## src/rtl/rf_writeback_unit.sv

```systemverilog
// rtl/rf_writeback_unit.sv - regfile write-port arbiter with in-order writeback FIFO and pending scoreboard
module rf_writeback_unit #(
  parameter int DEPTH = 4,
  parameter int AW    = 4,
  parameter int DW    = 32
) (
  input  logic                      clk,
  input  logic                      rst_n,
  input  logic                      iss_valid,
  input  logic [AW-1:0]             iss_rd,
  input  logic [AW-1:0]             chk_rs1,
  input  logic [AW-1:0]             chk_rs2,
  input  logic [AW-1:0]             chk_rd,
  output logic                      chk_busy,
  input  logic                      alu_valid,
  output logic                      alu_ready,
  input  logic [AW-1:0]             alu_rd,
  input  logic [DW-1:0]             alu_data,
  input  logic                      mem_valid,
  output logic                      mem_ready,
  input  logic [AW-1:0]             mem_rd,
  input  logic [DW-1:0]             mem_data,
  output logic                      rf_we,
  output logic [AW-1:0]             rf_waddr,
  output logic [DW-1:0]             rf_wdata,
  output logic [$clog2(DEPTH):0]    occupancy
);

  localparam int PW   = $clog2(DEPTH);
  localparam int CW   = PW + 1;
  localparam int NREG = 1 << AW;

  // FIFO storage and bookkeeping
  logic [AW-1:0]   fifo_rd   [DEPTH];
  logic [DW-1:0]   fifo_data [DEPTH];
  logic [PW-1:0]   wr_ptr;
  logic [PW-1:0]   rd_ptr;
  logic [CW-1:0]   count;
  logic [CW-1:0]   free;

  // handshake / push decode
  logic            mem_acc;
  logic            alu_acc;
  logic            mem_push;
  logic            alu_push;
  logic            pop;
  logic [PW-1:0]   alu_slot;
  logic [PW-1:0]   wr_ptr_nxt;
  logic [CW-1:0]   count_nxt;

  // scoreboard
  logic [NREG-1:0] pending;
  logic [NREG-1:0] pending_nxt;

  // Readiness looks only at the registered count, so a pop in the same
  // cycle never creates room; MEM gets the single free slot when both want it.
  always_comb begin
    free      = CW'(DEPTH) - count;
    mem_ready = (free >= CW'(1));
    alu_ready = (free >= CW'(2)) | ((free >= CW'(1)) & ~mem_valid);
  end

  // Accepted results to r0 complete the handshake but never enter the FIFO.
  always_comb begin
    mem_acc    = mem_valid & mem_ready;
    alu_acc    = alu_valid & alu_ready;
    mem_push   = mem_acc & (mem_rd != '0);
    alu_push   = alu_acc & (alu_rd != '0);
    pop        = (count != '0);
    alu_slot   = wr_ptr + PW'(mem_push);
    wr_ptr_nxt = wr_ptr + PW'(mem_push) + PW'(alu_push);
    count_nxt  = count + CW'(mem_push) + CW'(alu_push) - CW'(pop);
  end

  // Pointer and count update; pointers wrap naturally at DEPTH (power of two).
  always_ff @(posedge clk or negedge rst_n) begin
    if (!rst_n) begin
      wr_ptr <= '0;
      rd_ptr <= '0;
      count  <= '0;
    end else begin
      wr_ptr <= wr_ptr_nxt;
      count  <= count_nxt;
      if (pop) begin
        rd_ptr <= rd_ptr + PW'(1);
      end
    end
  end

  // Entry storage: MEM takes the first free slot, ALU the one after it.
  always_ff @(posedge clk or negedge rst_n) begin
    if (!rst_n) begin
      for (int i = 0; i < DEPTH; i++) begin
        fifo_rd[i]   <= '0;
        fifo_data[i] <= '0;
      end
    end else begin
      if (mem_push) begin
        fifo_rd[wr_ptr]   <= mem_rd;
        fifo_data[wr_ptr] <= mem_data;
      end
      if (alu_push) begin
        fifo_rd[alu_slot]   <= alu_rd;
        fifo_data[alu_slot] <= alu_data;
      end
    end
  end

  // Write port is driven straight from the head entry, so there is no
  // combinational path from the producer ports to the regfile.
  always_comb begin
    rf_we     = pop;
    rf_waddr  = pop ? fifo_rd[rd_ptr]   : '0;
    rf_wdata  = pop ? fifo_data[rd_ptr] : '0;
    occupancy = count;
  end

  // Pending next-state: commit clears, issue sets, and set wins on a collision.
  always_comb begin
    pending_nxt = pending;
    if (rf_we) begin
      pending_nxt[rf_waddr] = 1'b0;
    end
    if (iss_valid && (iss_rd != '0)) begin
      pending_nxt[iss_rd] = 1'b1;
    end
    pending_nxt[0] = 1'b0;
  end

  // Scoreboard register.
  always_ff @(posedge clk or negedge rst_n) begin
    if (!rst_n) begin
      pending <= '0;
    end else begin
      pending <= pending_nxt;
    end
  end

  // Decode hazard query against the registered scoreboard.
  always_comb begin
    chk_busy = pending[chk_rs1] | pending[chk_rs2] | pending[chk_rd];
  end

endmodule

```

## config.mk

```make
export PLATFORM = sky130hd
export DESIGN_NAME = rf_writeback_unit
export DESIGN_NICKNAME = d
export VERILOG_FILES = /design/src/rtl/rf_writeback_unit.sv
export SDC_FILE = /design/constraint.sdc
export NUM_CORES = 1
export LEC_CHECK = 0
export CAP_MARGIN = 10
export CORE_UTILIZATION = 55
export CTS_CLUSTER_DIAMETER = 200
export DETAILED_ROUTE_END_ITERATION = 12
export GPL_TIMING_DRIVEN = 1
export PLACE_DENSITY = 0.89
export SLEW_MARGIN = 20
export SYNTH_ARGS = -nofsm -noshare
export SYNTH_HDL_FRONTEND = slang
export SYNTH_SLANG_ARGS = --single-unit
```

## constraint.sdc

```tcl
create_clock -name clk -period 3.32 [get_ports clk]
set_input_delay 0.498 -clock clk [delete_from_list [all_inputs] [get_ports clk]]
set_output_delay 0.498 -clock clk [all_outputs]
set_load 0.02 [all_outputs]
```

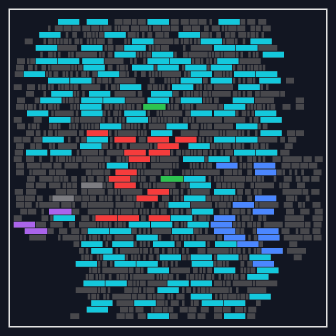
(sequential cells colored by netlist name)
Other sequential cells in the stronger gray, the rest of the logic in the fainter gray.
Red marks `fifo_rd`, sequential cells 16, where center. Purple marks `occupancy`, sequential cells 3. Blue marks `pending`, sequential cells 15. Cyan marks `fifo_data`, sequential cells 128. Green marks `rd_ptr`, sequential cells 2.
Another 2 sequential cells are not colored.
Final Core Density: 71.2%
Seq/total area: 36.3%

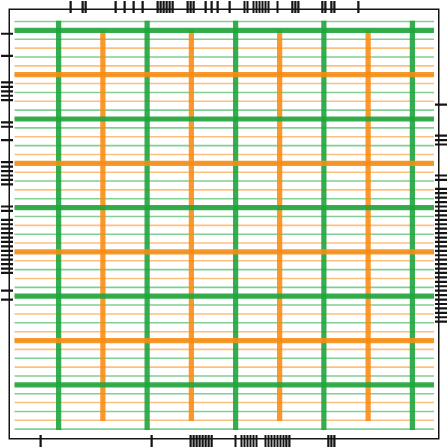
(power grid)
Pins as bars on the die edge.
Orange marks VDD. Green marks VSS.
136 signal pins sit on the boundary. 47 met1 rails follow the rows. 9 straps on met5. 9 straps on met4.

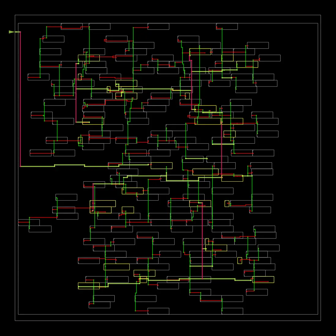
(clock wiring as the flow saved it)
clkbuf count: 23
clock network power: 2130 uW
Latency at later pin: 0.45 ns
Worst Skew: 0.0126 ns
flop count: 166

==> worst max path at each step <==
| stage | start | end | slack [ns] | cells after the start |
|---|---|---|---|---|
| 2_1_floorplan | occupancy[0] | occupancy[2] | 0.20 | 12 |
| 3_3_place_gp | chk_rs1[0] | chk_busy | 0.11 | 6 |
| 3_5_place_dp | chk_rs1[0] | chk_busy | 0.10 | 6 |
| 4_1_cts | occupancy[1] | rf_waddr[2] | 0.09 | 7 |
| 5_1_grt | rd_ptr[0] | rf_wdata[4] | 0.01 | 4 |
| 6_report | rd_ptr[0] | rf_wdata[4] | 0.13 | 4 |
==> metal layers <==
layer / part of all wire, % / track usage [%]
met5: 0 / 0
met1: 36 / 43.0
met4: 3.9 / 17.5
met3: 12 / 7.68
met2: 49 / 54.7
==> impl_metrics.csv <==
group,metric,value,unit
final_timing,finalWorstSetupSlack,0.133,ns
power,internal_power,7970,uW
synth,yosys_warnings,0,
power,ir_drop,643,uV
critical_path,end_kind,"output port",
floorplan,fp_util,57.1,%
synth,yosysTopAreaCellShare,45.1,%
synth,yosys-top-cells-count,"nand2_1 (298), dfrtp_1 (166), nor2_1 (149)",
finish,logic_area,0.00460,sq mm
critical_path,reg2reg_depth,12,
synth,yosysChipArea,0.00921,sq mm
placement,gp_congestion,0.932,
placement,placed_cell_area,0.0108,sq mm
critical_path,path_class,"reg2out",
critical_path,path_cells,"buf_4 -> mux4_2 -> and2_1 -> clkdlybuf4s50_1",
floorplan,core,0.0161,sq mm
synth,simple_gate_area_share,23.0,%
final_timing,setup_viol_count_final,0,
power,p_total,13600,uW
clock_tree,clock_sinks,166,
critical_path,crit_arrival,2.69,ns
finish,layout_top_cell,"nand2_1",
finish,n_antenna_cell,0,
placement,dp.cells,1330,
finish,layout_top_cells,"nand2_1 (298), dfrtp_1 (162), nor2_1 (149)",
floorplan,die_width,131,microns
synth,synth.area.top_cells,"dfrtp_1 (45%), nand2_1 (12%), mux4_2 (11%)",
floorplan,dieHeight,131,microns
route,wirelength,28300,microns
synth,ys_seq_elements,166,
power,power_density,1180,mW/mm^2
finish,drive_above_1_share,12.1,%
synth,yosys_cells,1018,
final_timing,rsz0062_at_grt,"false",
power,seq_cell_power,3930,uW
clock_tree,cts_root_buffer,"clkbuf_16",
finish,buf_share,15.4,%
power,p_sw,5590,uW
final_timing,finalCriticalPeriod,3.19,ns
route,wl_per_cell,20.7,microns
floorplan,die-area,0.0173,sq mm
floorplan,ioPinCount,136,
finish,buffers,172,
grt,grt_max_degree,73,
synth,synth_area,0.00921,sq mm
floorplan,taps,216,
final_timing,relSlewSlack,61.6,%
clock_tree,numCtsBuffers,17,
clock_tree,path_clk_slew,0.06,ns
power,power.share.sequential,29.0,%
critical_path,crit_required,2.82,ns
grt,track_usage,33.9,%
synth,ys_sh_mux,11.9,%
clock_tree,hold_buffers,0,
placement,pre_cts_ws,0.103,ns
power,power.group.top,"combinational logic",
finish,sh_comb_area,40.1,%
synth,postSynthAreaPerCell,9.04,sq um
placement,io_buffers,135,
route,dr.pass1.iters,6,
critical_path,timing.rr.end,"fifo_data[50]",
final_timing,holdWs,0.0324,ns
status,status,"finished clean",
power,comb-power,7490,uW
critical_path,startpoint_type,"flip-flop",
synth,yosys.stat.seqShare,45.1,%
power,pwr-share-clk,15.7,%
synth,adder_share,1.30,%
clock_tree,cts_tree,"done",
grt,antenna_found_initial,1,
critical_path,cp_top_family,"buffers and inverters",
final_timing,fmax,314,MHz
finish,nNetsFinal,1237,
synth,edf_count,0,
power,combPwrFrac,55.3,%
critical_path,rrSetupSlack,0.14,ns
placement,dpl.hpwl,17300,microns
critical_path,slowest_delay,0.68,ns
critical_path,worst-path-buf-inv,2,
finish,final_cell_count_no_fill,1364,
Power figures rest on the tool's default switching activity, not on a simulated workload.
